### config.mk
export PLATFORM = sky130hd
export DESIGN_NAME = lamp_conflict_monitor
export DESIGN_NICKNAME = d
export VERILOG_FILES = /design/src/rtl/lamp_conflict_monitor.sv
export SDC_FILE = /design/constraint.sdc
export NUM_CORES = 1
export LEC_CHECK = 0
export CAP_MARGIN = 5
export CORE_MARGIN = 1
export CORE_UTILIZATION = 50
export CTS_CLUSTER_DIAMETER = 150
export CTS_CLUSTER_SIZE = 14
export DETAILED_ROUTE_END_ITERATION = 8
export PLACE_DENSITY = 0.69
export SLEW_MARGIN = 20
export SYNTH_ARGS = -nofsm -noshare
export SYNTH_HDL_FRONTEND = slang
export SYNTH_SLANG_ARGS = --single-unit
### constraint.sdc
create_clock -name clk -period 7.4 [get_ports clk]
set_clock_uncertainty 0.15 [all_clocks]
set_input_delay 0.74 -clock clk [delete_from_list [all_inputs] [get_ports clk]]
set_output_delay 0.74 -clock clk [all_outputs]
set_load 0.02 [all_outputs]
### src/rtl/lamp_conflict_monitor.sv
// Safety monitor between the traffic light controller and the physical lamps.
// Detects conflicting, dark, multi-lit and mis-sequenced lamps and forces a latched yellow flash.
module lamp_conflict_monitor #(
  parameter int unsigned FILTER_CYCLES     = 4,
  parameter int unsigned FLASH_HALF        = 8,
  parameter int unsigned MIN_YELLOW_CYCLES = 20
) (
  input  logic       clk,
  input  logic       rst,
  input  logic       main_red,
  input  logic       main_yellow,
  input  logic       main_green,
  input  logic       side_red,
  input  logic       side_yellow,
  input  logic       side_green,
  input  logic       clr_fault,
  output logic       lamp_main_red,
  output logic       lamp_main_yellow,
  output logic       lamp_main_green,
  output logic       lamp_side_red,
  output logic       lamp_side_yellow,
  output logic       lamp_side_green,
  output logic       fault,
  output logic [2:0] fault_code,
  output logic [7:0] fault_count
);

  typedef enum logic [1:0] {StPass, StFault, StRecover} state_e;
  typedef enum logic [1:0] {LampUnk, LampRed, LampYellow, LampGreen} lamp_e;

  localparam logic [7:0]  FilterMax = 8'(FILTER_CYCLES);
  localparam logic [15:0] FlashLast = 16'(FLASH_HALF - 1);
  localparam logic [15:0] MinYellow = 16'(MIN_YELLOW_CYCLES);
  localparam logic [5:0]  AllRed    = 6'b100_100;

  state_e      state_q, state_d;
  logic [5:0]  raw, in_q, lamps;
  logic [1:0][2:0] road;
  logic [7:0]  filt_q, filt_d, rec_q, rec_d;
  logic [15:0] flash_cnt_q, flash_cnt_d;
  logic        flash_on_q, flash_on_d;
  logic [2:0]  code_q, code_d;
  logic [7:0]  count_q, count_d;
  lamp_e       trk_q [2];
  lamp_e       trk_d [2];
  logic [15:0] ycnt_q [2];
  logic [15:0] ycnt_d [2];

  logic        both_g, dark, multi, static_any, static_fire, all_red, recover_done;
  logic [2:0]  static_code, seq_code, det_code;
  logic        seq4, seq5;

  function automatic logic is_multi(input logic [2:0] x);
    return (x & (x - 3'd1)) != 3'd0;
  endfunction

  function automatic lamp_e lamp_of(input logic [2:0] x);
    case (x)
      3'b100:  return LampRed;
      3'b010:  return LampYellow;
      3'b001:  return LampGreen;
      default: return LampUnk;
    endcase
  endfunction

  function automatic logic legal_step(input lamp_e from, input lamp_e to);
    return (from == LampRed && to == LampGreen) || (from == LampGreen && to == LampYellow) ||
           (from == LampYellow && to == LampRed);
  endfunction

  assign raw     = {main_red, main_yellow, main_green, side_red, side_yellow, side_green};
  assign road    = {raw[2:0], raw[5:3]};  // road[0] is main, road[1] is side
  assign all_red = (raw == AllRed);

  // Static checks share one persistence filter that saturates at FILTER_CYCLES.
  always_comb begin
    both_g      = main_green & side_green;
    dark        = (road[0] == 3'd0) || (road[1] == 3'd0);
    multi       = is_multi(road[0]) || is_multi(road[1]);
    static_code = both_g ? 3'd1 : dark ? 3'd2 : multi ? 3'd3 : 3'd0;
    static_any  = (static_code != 3'd0);
    if (!static_any) begin
      filt_d = 8'd0;
    end else if (filt_q < FilterMax) begin
      filt_d = filt_q + 8'd1;
    end else begin
      filt_d = filt_q;
    end
    static_fire  = static_any && (({1'b0, filt_q} + 9'd1) >= {1'b0, FilterMax});
    recover_done = (state_q == StRecover) && !static_fire && all_red &&
                   (({1'b0, rec_q} + 9'd1) >= {1'b0, FilterMax});
  end

  always_comb begin
    lamp_e cur;
    seq4   = 1'b0;
    seq5   = 1'b0;
    trk_d  = trk_q;
    ycnt_d = ycnt_q;
    cur    = LampUnk;
    for (int r = 0; r < 2; r++) begin
      cur = lamp_of(road[r]);
      if (trk_q[r] == LampYellow && ycnt_q[r] != 16'hFFFF) begin
        ycnt_d[r] = ycnt_q[r] + 16'd1;
      end
      if (cur != LampUnk) begin
        if (trk_q[r] != LampUnk && cur != trk_q[r]) begin
          if (!legal_step(trk_q[r], cur)) begin
            seq4 = 1'b1;
          end else if (trk_q[r] == LampYellow && ycnt_q[r] < MinYellow) begin
            seq5 = 1'b1;
          end
        end
        trk_d[r] = cur;
        if (cur != LampYellow) begin
          ycnt_d[r] = 16'd0;
        end else if (trk_q[r] != LampYellow) begin
          ycnt_d[r] = 16'd1;
        end
      end
    end
    // Trackers are frozen while recovering and restart from scratch on return to PASS.
    if (state_q == StRecover) begin
      trk_d  = trk_q;
      ycnt_d = ycnt_q;
      if (recover_done) begin
        for (int r = 0; r < 2; r++) begin
          trk_d[r]  = LampUnk;
          ycnt_d[r] = 16'd0;
        end
      end
    end
  end

  assign seq_code = (state_q != StPass) ? 3'd0 : seq4 ? 3'd4 : seq5 ? 3'd5 : 3'd0;
  assign det_code = static_fire ? static_code : seq_code;

  always_comb begin
    logic enter;
    enter       = 1'b0;
    state_d     = state_q;
    code_d      = code_q;
    count_d     = count_q;
    rec_d       = 8'd0;
    flash_cnt_d = 16'd0;
    flash_on_d  = 1'b1;
    if (state_q != StPass) begin
      flash_on_d = flash_on_q;
      if (flash_cnt_q == FlashLast) begin
        flash_on_d = ~flash_on_q;
      end else begin
        flash_cnt_d = flash_cnt_q + 16'd1;
      end
    end
    unique case (state_q)
      StPass: begin
        enter = (det_code != 3'd0);
      end
      StFault: begin
        if (det_code == 3'd0 && clr_fault) begin
          state_d = StRecover;
        end
      end
      StRecover: begin
        if (det_code != 3'd0) begin
          enter = 1'b1;
        end else if (recover_done) begin
          state_d = StPass;
          code_d  = 3'd0;
        end else if (all_red) begin
          rec_d = rec_q + 8'd1;
        end
      end
      default: state_d = StPass;
    endcase
    if (enter) begin
      state_d     = StFault;
      code_d      = det_code;
      count_d     = (count_q == 8'hFF) ? count_q : count_q + 8'd1;
      flash_cnt_d = 16'd0;
      flash_on_d  = 1'b1;
    end
  end

  always_ff @(posedge clk or posedge rst) begin
    if (rst) begin
      state_q     <= StPass;
      in_q        <= AllRed;
      filt_q      <= 8'd0;
      rec_q       <= 8'd0;
      flash_cnt_q <= 16'd0;
      flash_on_q  <= 1'b1;
      code_q      <= 3'd0;
      count_q     <= 8'd0;
      for (int r = 0; r < 2; r++) begin
        trk_q[r]  <= LampUnk;
        ycnt_q[r] <= 16'd0;
      end
    end else begin
      state_q     <= state_d;
      in_q        <= raw;
      filt_q      <= filt_d;
      rec_q       <= rec_d;
      flash_cnt_q <= flash_cnt_d;
      flash_on_q  <= flash_on_d;
      code_q      <= code_d;
      count_q     <= count_d;
      for (int r = 0; r < 2; r++) begin
        trk_q[r]  <= trk_d[r];
        ycnt_q[r] <= ycnt_d[r];
      end
    end
  end

  always_comb begin
    if (state_q == StPass) begin
      lamps = in_q;
    end else begin
      lamps = {1'b0, flash_on_q, 1'b0, 1'b0, flash_on_q, 1'b0};
    end
  end

  assign {lamp_main_red, lamp_main_yellow, lamp_main_green} = lamps[5:3];
  assign {lamp_side_red, lamp_side_yellow, lamp_side_green} = lamps[2:0];
  assign fault       = (state_q != StPass);
  assign fault_code  = code_q;
  assign fault_count = count_q;

endmodule

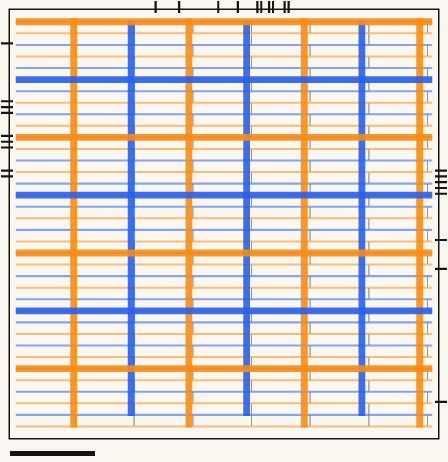
*Supply network, run 1*
The bar under the picture is 20 µm long. Pins as bars on the die edge. Tap cells in grey.
legend:
  VSS:
    colour: orange
  VDD:
    colour: blue
signal pins: 27
rows: 35
met1 rails: 36
tap cells: 129

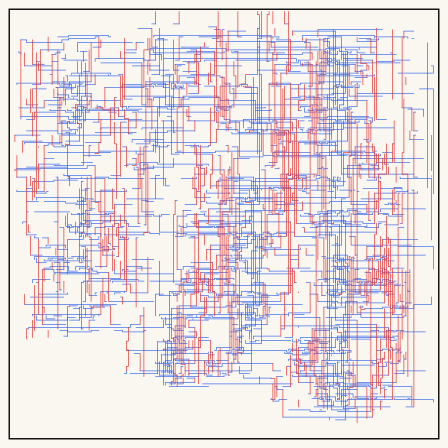
*Signal wires by layer, run 1*
Two of the layers only.
legend:
  M1:
    colour: blue
    wire_length: 5150 µm
  M2:
    colour: red
    wire_length: 5130 µm

==> flow_metrics.py, run 1 <==
# Metrics from the implementation run
metrics = {
    "yosys": {
        "area_leaders": "dfrtp_1 44%, o21ai_0 4.6%, nor2_1 3.9%",
        "ys_sh_adder_pct": 2.47,
        "yosysTopAreaCell": "dfrtp_1",
        "synth-simple-area-share_pct": 24.3,
        "synth.most_common_cell": "dfrtp_1",
        "syn_area_per_cell_um2": 9.28,
        "logic_family": "simple AND/OR/NAND/NOR gates",
        "numSynthFlops": 88,
        "syn_area_um2": 4870,
        "top_area_share_pct": 43.7,
        "synthAoiAreaFrac_pct": 18.9,
        "ys_cells": 525,
        "ys_types": 68,
        "top_cells_by_count": "85 x dfrtp_1, 50 x nor2_1, 46 x nand2_1",
        "synthXorXnorAreaFrac_pct": 4.50,
        "yosys-stat-area_um2": 4870,
        "ff_type": "dfrtp_1",
        "synth_cells": 525,
        "async_reset_ff_share_pct": 100,
        "yosysSeqAreaShare_pct": 45.3,
        "yosysWarnings": 0,
        "edf_count": 0,
        "mux_area_share_pct": 1.13,
    },
    "cts": {
        "clk_pin_slew_ns": 0.09,
        "cts_root_buffer": "clkbuf_8",
        "cts_setup_buffers": 0,
        "cts_sinks": 88,
        "cts_buffers": 9,
        "htreeDepth": 3,
        "insertion_delay_ns": 0.36,
        "hold_buffers": 0,
        "cts_tree": "yes",
        "post_cts_resized": 0,
        "clk_path_buf_depth": 2,
    },
    "min_path": {
        "hold_depth": 1,
        "hold_path.class": "reg -> reg",
    },
    "timing": {
        "setup_tns_ns": 0,
        "drv_slew": 0,
        "fin_crit_sh_pct": 48.4,
        "final-hold-violation-count": 0,
        "finalSetupViolCount": 0,
        "min_period_ns": 3.58,
        "rsz0062_at_grt": "no",
        "max_freq_ghz": 0.279,
        "tightest_slew_ns": 1.08,
        "slew_headroom_pct": 27.5,
    },
    "critical_path": {
        "r2r_cells": 6,
        "end_kind": "flop",
        "worst_ep_required_time_ns": 7.46,
        "path_max_fanout": 17,
        "crit_arrival_ns": 3.64,
        "start_kind": "input port",
        "crit_type": "in -> reg",
    },
    "global_routing": {
        "antenna_found_initial": 0,
        "grt_pass1_vias": 3672,
        "grt_pass1_wl_um": 18000,
        "grt_overflow_total": 0,
        "grt_util_all_layers_pct": 22.6,
        "grt_max_degree": 64,
    },
    "status": {
        "status": "finished, final reports clean",
    },
    "detailed_routing": {
        "drt-total-wl_um": 10700,
        "num_vias": 3983,
        "avgRoutedWirePerCell_um": 15.8,
        "drt-initial-drc-count": 242,
        "detail_route.first_pass.iterations": 4,
        "drtAntennaViolNets": 0,
        "drc": 0,
        "vias_per_cell": 5.87,
    },
    "floorplan": {
        "die-area_um2": 10100,
        "rows": 35,
        "die_x_um": 101,
        "die_h_um": 101,
        "fp_util_pct": 52.2,
        "core_area_um2": 9330,
        "io_pins": 27,
    },
    "layout": {
        "instances_no_fill": 679,
        "layout-drive-gt1-share_pct": 7.64,
        "syn2layout_area_growth_pct": 10.8,
        "diodes": 0,
        "nNetsFinal": 562,
        "num-fill-cells": 852,
    },
    "place": {
        "routabilityCongestion": 0.864,
        "post-dp-hpwl_um": 7330,
        "placedCellCount": 663,
        "portBuffers": 26,
    },
    "pwr": {
        "p_leak_nw": 2.21,
        "ir_drop_mv": 0.213,
        "power_mw": 1.47,
        "power_density_nw_per_um2": 272,
    },
    "run": {
        "warnings": 30,
        "drv_cap": 0,
    },
}
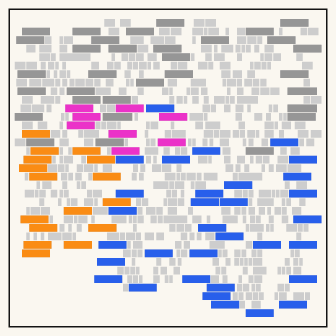
*Where the registers sit, run 1*
Other sequential cells in the stronger grey, the rest of the logic in the fainter grey.
legend:
  flash_cnt_q:
    colour: orange
    flops: 16
    where: left middle
  rec_q:
    colour: magenta
    flops: 8
  ycnt_q:
    colour: blue
    flops: 32
Flop+latch power: 0.631 mW
Seq area share: 40.9%
register area: 2210 µm²
final core occ: 57.9%

## run 1: metrics by stage
| stage | area [µm²] | setup slack, ns | hold WS, ns |
|---|---|---|---|
| 2_1_floorplan | 4890 | 4.24 | 0.283 |
| 3_3_place_gp | 5210 | 3.28 | 0.299 |
| 3_5_place_dp | 5210 | 3.19 | 0.316 |
| 4_1_cts | 5390 | 3.58 | 0.328 |
| 5_1_grt | 5400 | 3.43 | 0.349 |
| 6_report | 5400 | 3.82 | 0.328 |
## run 1: routing by layer
metal	vias up	track usage, %	wire [µm]
met5	-	0	0
met4	0	7.80	146
met3	12	3.33	282
met2	61	36.4	5130
met1	1964	31.3	5150
li1	1946	-	-
## run 1: cells in the final DEF, fill, tap and decap left out, types with 4 or more instances in the layout
cell type and instances:
dfrtp_1 85, nor2_1 50, nand2_1 46, o21ai_0 45, nand3_1 26, clkdlybuf4s50_1 26
a21oi_1 23, xor2_1 18, nor3_1 17, a31oi_1 15, nand4_1 13, inv_1 11
and2_1 11, nand2b_1 10, nor2b_1 10, clkbuf_8 9, ha_1 8, xnor2_1 7
o21a_1 6, and3_1 6, nor4_1 6, conb_1 6, and4_1 5, a211oi_1 5
a41oi_1 5, a21boi_0 4, mux2_2 4, inv_6 4
## run 1: critical path: stages
cell and delay (ns):
clkdlybuf4s50_1 0.70, nor2_1 0.44, nor3_1 0.10, a32oi_1 0.64, a21boi_0 0.31, o21ai_2 0.58, nor2_1 0.12
## run 1: layout make-up
cell class	count	area [µm²]	area share (%)
flip-flops and latches	88	2210	40.9
well taps	129	161	2.99
inverters	12	46.3	0.858
clock buffers	9	124	2.30
clock inverters	7	58.8	1.09
repair buffers	28	275	5.10
multi-input cells	406	2520	46.8
## run 1: power breakdown
part           switching, mW  total [mW]  internal (mW)
Combinational          0.302       0.521          0.219
Sequential            0.0785       0.631          0.553
Clock                  0.189       0.318          0.129
## run 1: final timing paths
| check | from | endpoint | slack, ns |
|---|---|---|---|
| worst min-delay path | flash_cnt_q[0] | flash_cnt_q[0] | 0.33 |
| worst max register to register | trk_q[3] | fault_count[1] | 4.69 |
| min in group asynchronous | rst | ycnt_q[8] | 0.54 |
| worst max-delay path | side_red | flash_cnt_q[7] | 3.82 |
| worst min register to register | flash_cnt_q[0] | flash_cnt_q[0] | 0.33 |
| max in group asynchronous | rst | ycnt_q[16] | 5.41 |
## run 1: registers in the layout, indices dropped and copies added (netlist names)
register	cells
rec_q	8
fault_count	8
trk_q	4
state_q	2
fault_code	3
in_q	6
flash_cnt_q	16
flash_on_q	1
filt_q	8
ycnt_q	32
## run 1: cell families after synthesis
family | Yosys count
other cells | 1
mux | 5
simple gates | 221
compound gates | 139
buf+inv | 36
xor+xnor | 25
flops | 88
fa+ha+maj | 10
### Routing congestion map, run 1

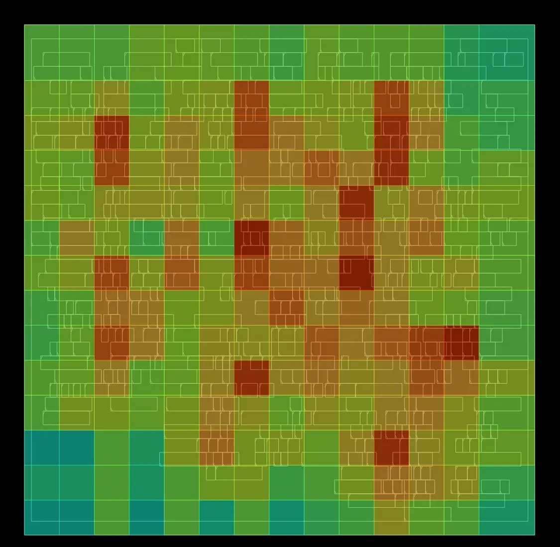

--- run 2 (diff from run 1) ---
--- a/config.mk
+++ b/config.mk
@@ -11,7 +11,7 @@
 export CTS_CLUSTER_DIAMETER = 150
 export CTS_CLUSTER_SIZE = 14
 export DETAILED_ROUTE_END_ITERATION = 8
-export PLACE_DENSITY = 0.69
+export PLACE_DENSITY = 0.71
 export SLEW_MARGIN = 20
 export SYNTH_ARGS = -nofsm -noshare
 export SYNTH_HDL_FRONTEND = slang
==> constraint.sdc (replaced) <==
create_clock -name clk -period 3.2 [get_ports clk]
set_clock_uncertainty 0.15 [all_clocks]
set_input_delay 0.32 -clock clk [delete_from_list [all_inputs] [get_ports clk]]
set_output_delay 0.32 -clock clk [all_outputs]
set_load 0.02 [all_outputs]
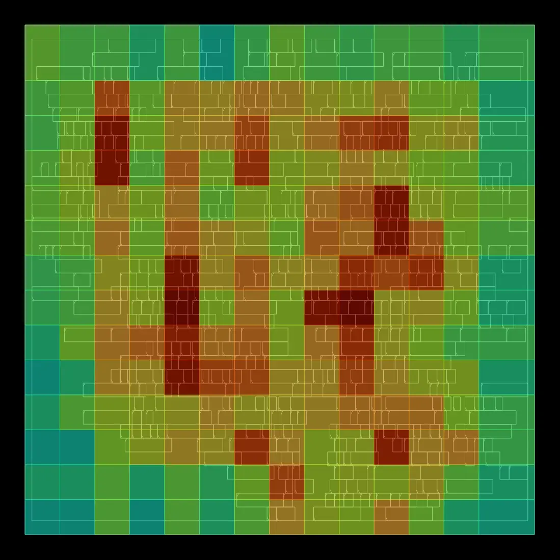
*Routing congestion map, run 2*
met2 Use GR: 37.5%
gr usage total: 23.6%
GR Util met1: 32.3%

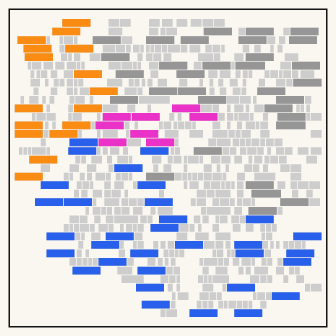
*Where the registers sit, run 2*
Other sequential cells in the stronger grey, the rest of the logic in the fainter grey.
legend:
  flash_cnt_q:
    colour: orange
    flops: 16
  ycnt_q:
    colour: blue
    flops: 32
  rec_q:
    colour: magenta
    flops: 8
not coloured: 32
final core occ: 59.3%
Flop+latch power: 1.46 mW

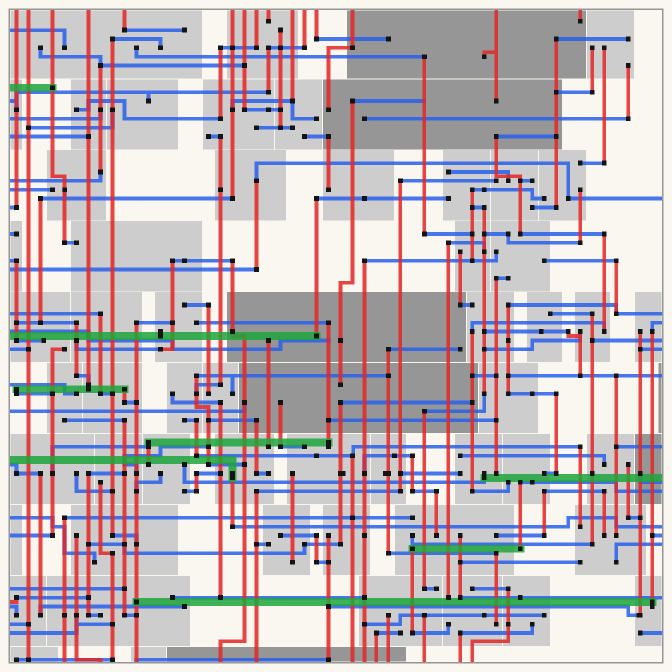
*Close-up of the layout, run 2*
Region (63, 13) to (88, 38) µm. Cells in grey, sequential cells in the stronger grey; small squares are vias.
legend:
  M1:
    colour: blue
  M2:
    colour: red
  M3:
    colour: green
most frequent: nand2_1 (5), o21ai_0 (5)
cells with their middle in the window: 52
sequential cells in the window: 4
netlist names of flops here include: ycnt_q (3), trk_q (1)

==> run 2 against run 1 <==
Effect of this change: power rose by 140%; sequential share of layout area shrank 1.0 points; wire length up 2.5%; combinational power increased by 140%; count of clock-buffer cells in the layout is 2 higher; clock power increased by 130%; synthesized cell count did not move; global-route usage rose by 1.0 points; cell area up 2.5%; critical path type is now reg -> out; highest routed layer unchanged.
==> flow_metrics.py, run 2 <==
# Metrics from the implementation run
metrics = {
    "status": {
        "status": "finished, final reports clean",
    },
    "detailed_routing": {
        "detail_route.first_pass.iterations": 5,
        "num_vias": 4082,
        "drt-initial-drc-count": 237,
        "avgRoutedWirePerCell_um": 15.8,
        "drtAntennaViolNets": 0,
        "drt-total-wl_um": 11000,
        "vias_per_cell": 5.86,
        "drc": 0,
    },
    "global_routing": {
        "grt_overflow_total": 0,
        "grt_pass1_wl_um": 18800,
        "antenna_found_initial": 0,
        "grt_max_degree": 48,
    },
    "run": {
        "drv_cap": 0,
        "warnings": 30,
    },
    "cts": {
        "cts_root_buffer": "clkbuf_8",
        "cts_sinks": 88,
        "cts_setup_buffers": 0,
        "hold_buffers": 0,
        "clk_pin_slew_ns": 0.10,
        "clk_path_buf_depth": 2,
        "htreeDepth": 3,
        "cts_buffers": 9,
    },
    "layout": {
        "layout-drive-gt1-share_pct": 10.1,
        "syn2layout_area_growth_pct": 13.6,
        "top_regs": "ycnt_q x32, flash_cnt_q x16",
        "layout_top_cells": "85 x dfrtp_1, 50 x nor2_1, 46 x nand2_1, 45 x o21ai_0",
        "nNetsFinal": 579,
        "design_area_um2": 5530,
        "final_common_cell": "dfrtp_1",
        "instances_no_fill": 696,
        "largest_reg_flops": 32,
        "diodes": 0,
        "largest_register": "ycnt_q",
    },
    "critical_path": {
        "r2r_cells": 7,
        "rr_startpoint": "ycnt_q[26]",
        "end_kind": "primary output",
        "path_max_fanout": 9,
        "worst_ep_required_time_ns": 2.73,
        "crit_arrival_ns": 2.24,
        "start_kind": "flop",
        "r2r_slack_ns": 0.53,
    },
    "place": {
        "routabilityCongestion": 0.895,
        "dp_slack_ns": 0.259,
        "placed_cell_area_um2": 5350,
        "post-dp-hpwl_um": 7590,
        "placedCellCount": 680,
    },
    "timing": {
        "final-hold-violation-count": 0,
        "holdWs_ns": 0.256,
        "fin_ws_ns": 0.491,
        "drv_slew": 0,
        "slew_headroom_pct": 43.2,
        "max_freq_ghz": 0.369,
        "setup_tns_ns": 0,
        "fin_crit_sh_pct": 84.7,
    },
    "yosys": {
        "top_area_share_pct": 43.7,
        "ys_types": 68,
        "synth_cells": 525,
        "synth.most_common_cell": "dfrtp_1",
        "syn_area_per_cell_um2": 9.28,
        "yosysSeqAreaShare_pct": 45.3,
        "synthAoiAreaFrac_pct": 18.9,
        "syn_area_um2": 4870,
        "ys_sh_adder_pct": 2.47,
        "mux_area_share_pct": 1.13,
        "ff_type": "dfrtp_1",
        "synth-simple-area-share_pct": 24.3,
        "logic_family": "simple AND/OR/NAND/NOR gates",
        "synthXorXnorAreaFrac_pct": 4.50,
        "yosys-stat-area_um2": 4870,
        "edf_count": 0,
        "numSynthFlops": 88,
        "yosysWarnings": 0,
        "ys_cells": 525,
        "async_reset_ff_share_pct": 100,
        "top_cells_by_count": "85 x dfrtp_1, 50 x nor2_1, 46 x nand2_1",
        "yosysTopAreaCell": "dfrtp_1",
        "area_leaders": "dfrtp_1 44%, o21ai_0 4.6%, nor2_1 3.9%",
    },
    "pwr": {
        "power_density_nw_per_um2": 625,
        "p_leak_nw": 2.29,
        "ir_drop_mv": 0.266,
    },
    "floorplan": {
        "die-area_um2": 10100,
        "fp_util_pct": 52.2,
        "core_area_um2": 9330,
        "rows": 35,
        "io_pins": 27,
        "die_x_um": 101,
        "die_h_um": 101,
    },
    "min_path": {
        "hold_path.class": "in -> async",
    },
}
-- run 2: cell counts after synthesis --
Identical to the previous run, type by type.
-- run 2: layout make-up --
class                      instances  area [µm²]
inverter                          12        46.3
sequential                        88        2210
multi-input combinational        406        2520
clock inverter                     5        40.0
fill                             813        3800
tap                              129         161
timing repair buffer              45         415
clock buffer                      11         141
-- run 2: through the flow --
stage	util [%]	power, mW
final	59.3	3.45
after global routing	59.3	3.67
after CTS	59.3	3.47
after detailed placement	57.4	2.73
after global placement	57.4	2.69
after floorplan	-	2.27
-- run 2: layer usage --
layer  track usage [%]  routed length (µm)  vias up
met5                 0                   0        -
met4              9.59                 144        0
met3              3.95                 561       11
met2              37.5                5170      124
met1              32.3                5110     1965
li1                  -                   -     1982
-- run 2: critical path, stage by stage (launching register included) --
cell             delay (ns)
dfrtp_1                0.48
nor2_1                 0.44
inv_1                  0.21
nand2_1                0.15
nand2_1                0.06
clkdlybuf4s50_1        0.53
-- run 2: cells by family after synthesis --
family,Yosys count
mux,5
other cells,1
flops,88
fa+ha+maj,10
simple gates,221
compound gates,139
buf+inv,36
xor+xnor,25
-- run 2: how the worst max path moves through the flow --
stage / startpoint / end / slack, ns
3_5_place_dp: main_yellow / fault_count[1] / 0.26
2_1_floorplan: rst / fault_code[0] / 0.46
3_3_place_gp: main_yellow / fault_count[1] / 0.26
5_1_grt: state_q[0] / lamp_side_yellow / 0.32
4_1_cts: state_q[0] / lamp_side_yellow / 0.44
6_report: state_q[0] / lamp_side_yellow / 0.49
-- run 2: report_power, final --
part / switching (mW) / internal [mW]
clock: 0.428 / 0.310
sequential: 0.181 / 1.28
combinational: 0.719 / 0.539
total: 1.33 / 2.13
### Signal wires by layer, run 2

Two of the layers only.
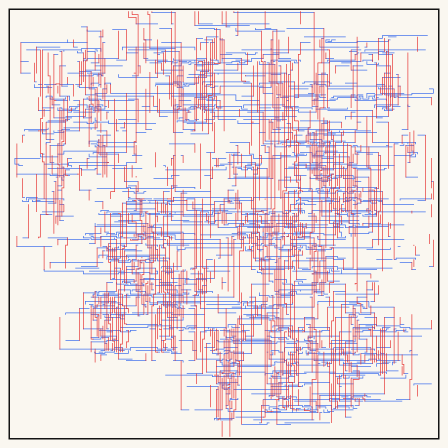

--- run 3 (diff from run 2) ---
--- a/config.mk
+++ b/config.mk
@@ -11,7 +11,7 @@
 export CTS_CLUSTER_DIAMETER = 150
 export CTS_CLUSTER_SIZE = 14
 export DETAILED_ROUTE_END_ITERATION = 8
-export PLACE_DENSITY = 0.71
+export PLACE_DENSITY = 0.69
 export SLEW_MARGIN = 20
 export SYNTH_ARGS = -nofsm -noshare
 export SYNTH_HDL_FRONTEND = slang
==> constraint.sdc (replaced) <==
create_clock -name clk -period 2.8 [get_ports clk]
set_clock_uncertainty 0.15 [all_clocks]
set_input_delay 0.28 -clock clk [delete_from_list [all_inputs] [get_ports clk]]
set_output_delay 0.28 -clock clk [all_outputs]
set_load 0.02 [all_outputs]
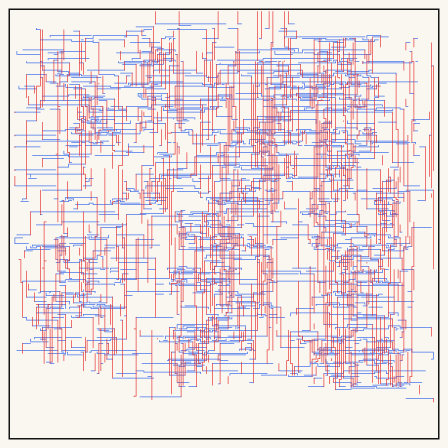
*Signal wires by layer, run 3*
Two of the layers only.
legend:
  M1:
    colour: blue
    wire_length: 5090 µm
  M2:
    colour: red
    wire_length: 5230 µm
via count: 4052
Avg WL per Cell: 15.4 µm

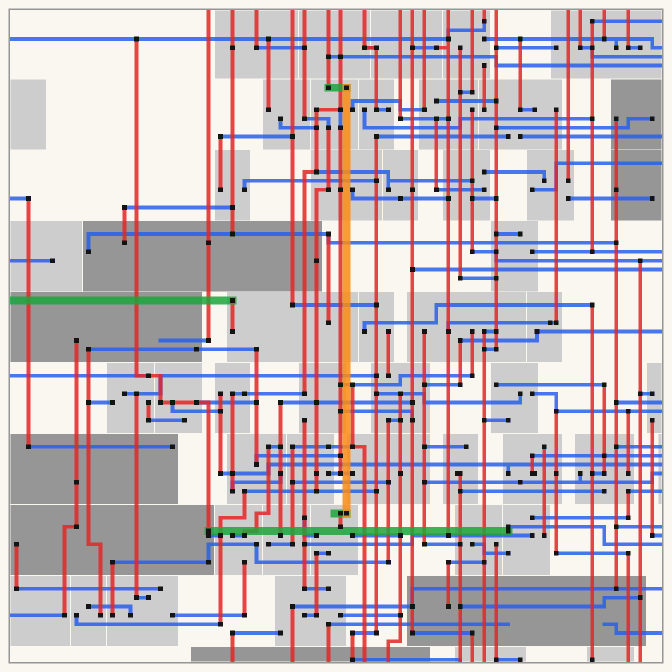
*Close-up of the layout, run 3*
Region (63, 13) to (88, 38) µm. Cells in grey, sequential cells in the stronger grey; small squares are vias.
legend:
  M3:
    colour: green
  M1:
    colour: blue
  M4:
    colour: orange
  M2:
    colour: red
netlist names of flops here include: ycnt_q (5)
most frequent: o21ai_0 (8), dfrtp_1 (5)
sequential cells in the window: 5
cells with their middle in the window: 46

==> run 3 against run 2 <==
Effect of this change: core utilization rose by 0.87 points; cell count is 1.1% higher; flip-flop count stayed put; global-route usage down 0.22 points; via count is 0.73% lower; register-to-register slack lost 0.22 ns; worst setup slack got worse by 0.18 ns; area after synthesis unchanged; first-iteration DRC count is 8.4% higher; count of clock-buffer cells in the layout decreased by 2; sequential share of layout area decreased by 0.58 points; sequential power grew 14%; largest cell class unchanged; largest power group unchanged.
==> flow_metrics.py, run 3 <==
# Metrics from the implementation run
metrics = {
    "status": {
        "status": "finished, final reports clean",
    },
    "pwr": {
        "sw_frac_of_total_pct": 37.2,
        "p_int_mw": 2.52,
        "power_density_nw_per_um2": 715,
        "power_mw": 4.01,
        "clkPwrFrac_pct": 22.4,
        "power_frac_comb_pct": 35.9,
        "p_sw_mw": 1.49,
        "ir_drop_mv": 0.497,
        "p_leak_nw": 2.34,
    },
    "cts": {
        "clk_pin_slew_ns": 0.09,
        "cts_root_buffer": "clkbuf_8",
        "hold_buffers": 0,
        "clk_path_buf_depth": 2,
        "cts_buffers": 9,
        "cts_sinks": 88,
        "cts_tree": "yes",
        "post_cts_resized": 0,
        "insertion_delay_ns": 0.35,
        "cts_setup_buffers": 0,
    },
    "detailed_routing": {
        "drt-total-wl_um": 10800,
        "vias_per_cell": 5.76,
        "detail_route.first_pass.iterations": 5,
        "drc": 0,
        "drtAntennaViolNets": 0,
        "drt-initial-drc-count": 257,
    },
    "yosys": {
        "yosysTopAreaCell": "dfrtp_1",
        "syn_area_per_cell_um2": 9.28,
        "yosysWarnings": 0,
        "area_leaders": "dfrtp_1 44%, o21ai_0 4.6%, nor2_1 3.9%",
        "ys_cells": 525,
        "async_reset_ff_share_pct": 100,
        "synth.most_common_cell": "dfrtp_1",
        "ff_type": "dfrtp_1",
        "yosys-stat-area_um2": 4870,
        "synth_cells": 525,
        "ys_types": 68,
        "numSynthFlops": 88,
        "syn_area_um2": 4870,
        "edf_count": 0,
    },
    "layout": {
        "num-fill-cells": 818,
        "layout_top_cells": "85 x dfrtp_1, 50 x nor2_1, 46 x nand2_1, 45 x o21ai_0",
        "syn2layout_area_growth_pct": 15.3,
        "final_common_cell": "dfrtp_1",
        "layout-drive-gt1-share_pct": 11.5,
        "top_regs": "ycnt_q x32, flash_cnt_q x16",
        "diodes": 0,
        "largest_reg_flops": 32,
        "nNetsFinal": 587,
    },
    "critical_path": {
        "worst_ep_required_time_ns": 2.89,
        "path_cells": "nor4_1 -> nand4_1 -> nor3_1 -> o31ai_2 -> buf_4 -> a21oi_1 -> mux2_2",
        "rr_startpoint": "ycnt_q[26]",
        "path_max_fanout": 11,
        "end_kind": "flop",
        "r2r_slack_ns": 0.31,
        "r2r_cells": 7,
        "reg2reg_to": "fault_count[1]",
        "cp_slowest_cell": "dfrtp_1",
        "crit_family": "simple AND/OR/NAND/NOR gates",
        "crit_buf_inv": 1,
        "start_kind": "flop",
        "crit_cells": 7,
        "max_stage_delay_ns": 0.45,
        "crit_type": "reg -> reg",
    },
    "timing": {
        "rsz0062_at_grt": "no",
        "max_freq_ghz": 0.402,
        "setup_tns_ns": 0,
        "min_period_ns": 2.49,
        "slew_headroom_pct": 57.3,
        "fin_crit_sh_pct": 88.8,
        "finalSetupViolCount": 0,
        "holdWs_ns": 0.124,
        "final-hold-violation-count": 0,
        "tightest_slew_ns": 0.635,
    },
    "global_routing": {
        "grt_pass1_wl_um": 18800,
        "antenna_found_initial": 0,
        "grt_overflow_total": 0,
        "grt_max_degree": 60,
        "grt_util_all_layers_pct": 23.4,
        "grt_pass1_vias": 3898,
    },
    "place": {
        "post-dp-hpwl_um": 7680,
        "portBuffers": 26,
        "routabilityCongestion": 0.869,
    },
    "run": {
        "warnings": 30,
        "drv_cap": 0,
    },
    "floorplan": {
        "io_pins": 27,
        "die_x_um": 101,
        "die-area_um2": 10100,
        "core_area_um2": 9330,
        "fp_util_pct": 52.2,
        "rows": 35,
    },
    "min_path": {
        "hold_path.class": "in -> async",
    },
}
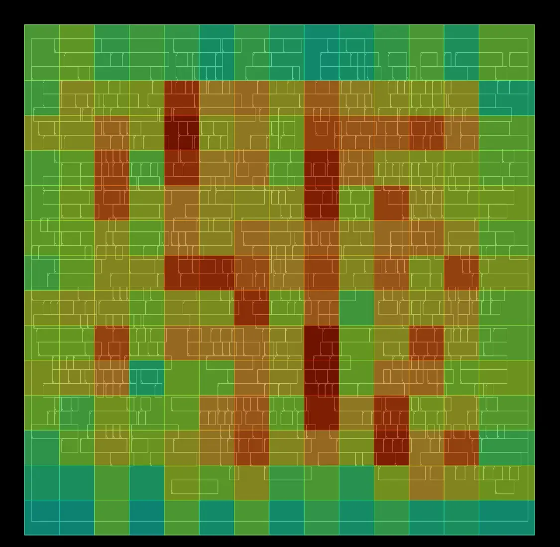
*Routing congestion map, run 3*
final core occ: 60.2%
GR Util met1: 31.5%

-- run 3: final cells by class --
cell class | instances | area [µm²] | area share [%]
Clock buffer | 9 | 124 | 2.21
Clock inverter | 7 | 78.8 | 1.40
Inverter | 12 | 46.3 | 0.825
Multi-Input combinational cell | 406 | 2520 | 44.9
Sequential cell | 88 | 2210 | 39.3
Tap cell | 129 | 161 | 2.88
Timing Repair Buffer | 53 | 475 | 8.47
-- run 3: layer usage --
layer | vias to the layer above | share of wire, % | track usage, %
met3 | 8 | 3.7 | 4.23
met4 | 0 | 0.91 | 7.13
met2 | 86 | 48 | 38.6
met1 | 1957 | 47 | 31.5
met5 | - | 0 | 0
li1 | 2001 | - | -
-- run 3: logic make-up (layout without fill, tap and decap cells) --
kind of cell	after synthesis	in the layout	share of synthesized area, %
adder cells (fa/ha/maj)	10	10	2.47
AND/OR/NAND/NOR	221	221	24.3
buffers and inverters	36	81	3.31
other	1	6	0.0770
XOR/XNOR	25	25	4.50
multiplexers	5	5	1.13
AND-OR/OR-AND	139	139	18.9
flip-flops	88	88	45.3
-- run 3: worst max path at each step --
stage | from | endpoint | slack [ns]
2_1_floorplan | rst | fault_code[0] | 0.1
3_3_place_gp | side_red | fault_count[6] | 0.02
3_5_place_dp | main_yellow | fault_count[6] | 0.006
4_1_cts | ycnt_q[26] | fault_count[6] | 0.30
5_1_grt | filt_q[0] | fault_count[6] | 0.21
6_report | ycnt_q[26] | fault_count[1] | 0.31
-- run 3: worst reg2reg max path, cell delays in order (launching register included) --
cell	delay (ns)
dfrtp_1	0.45
nor4_1	0.43
nand4_1	0.14
nor3_1	0.31
o31ai_2	0.10
buf_4	0.19
a21oi_1	0.24
mux2_2	0.37
-- run 3: power by group through the flow --
stage	clock, mW	sequential (mW)	combinational [mW]
3_5_place_dp	0	1.69	1.45
2_1_floorplan	0	1.71	0.891
6_report	0.899	1.67	1.44
5_1_grt	0.983	1.71	1.60
3_3_place_gp	0	1.68	1.42
4_1_cts	0.937	1.67	1.46
-- run 3: through the flow --
stage               instance area [µm²]  instances  setup WS, ns
floorplan                          4890        530        0.0964
global placement                   5410        688        0.0165
detailed placement                 5410        688       0.00611
CTS                                5610        704         0.299
global route                       5610        704         0.213
finish                             5610        704         0.313
Power and IR drop assume default switching activity.
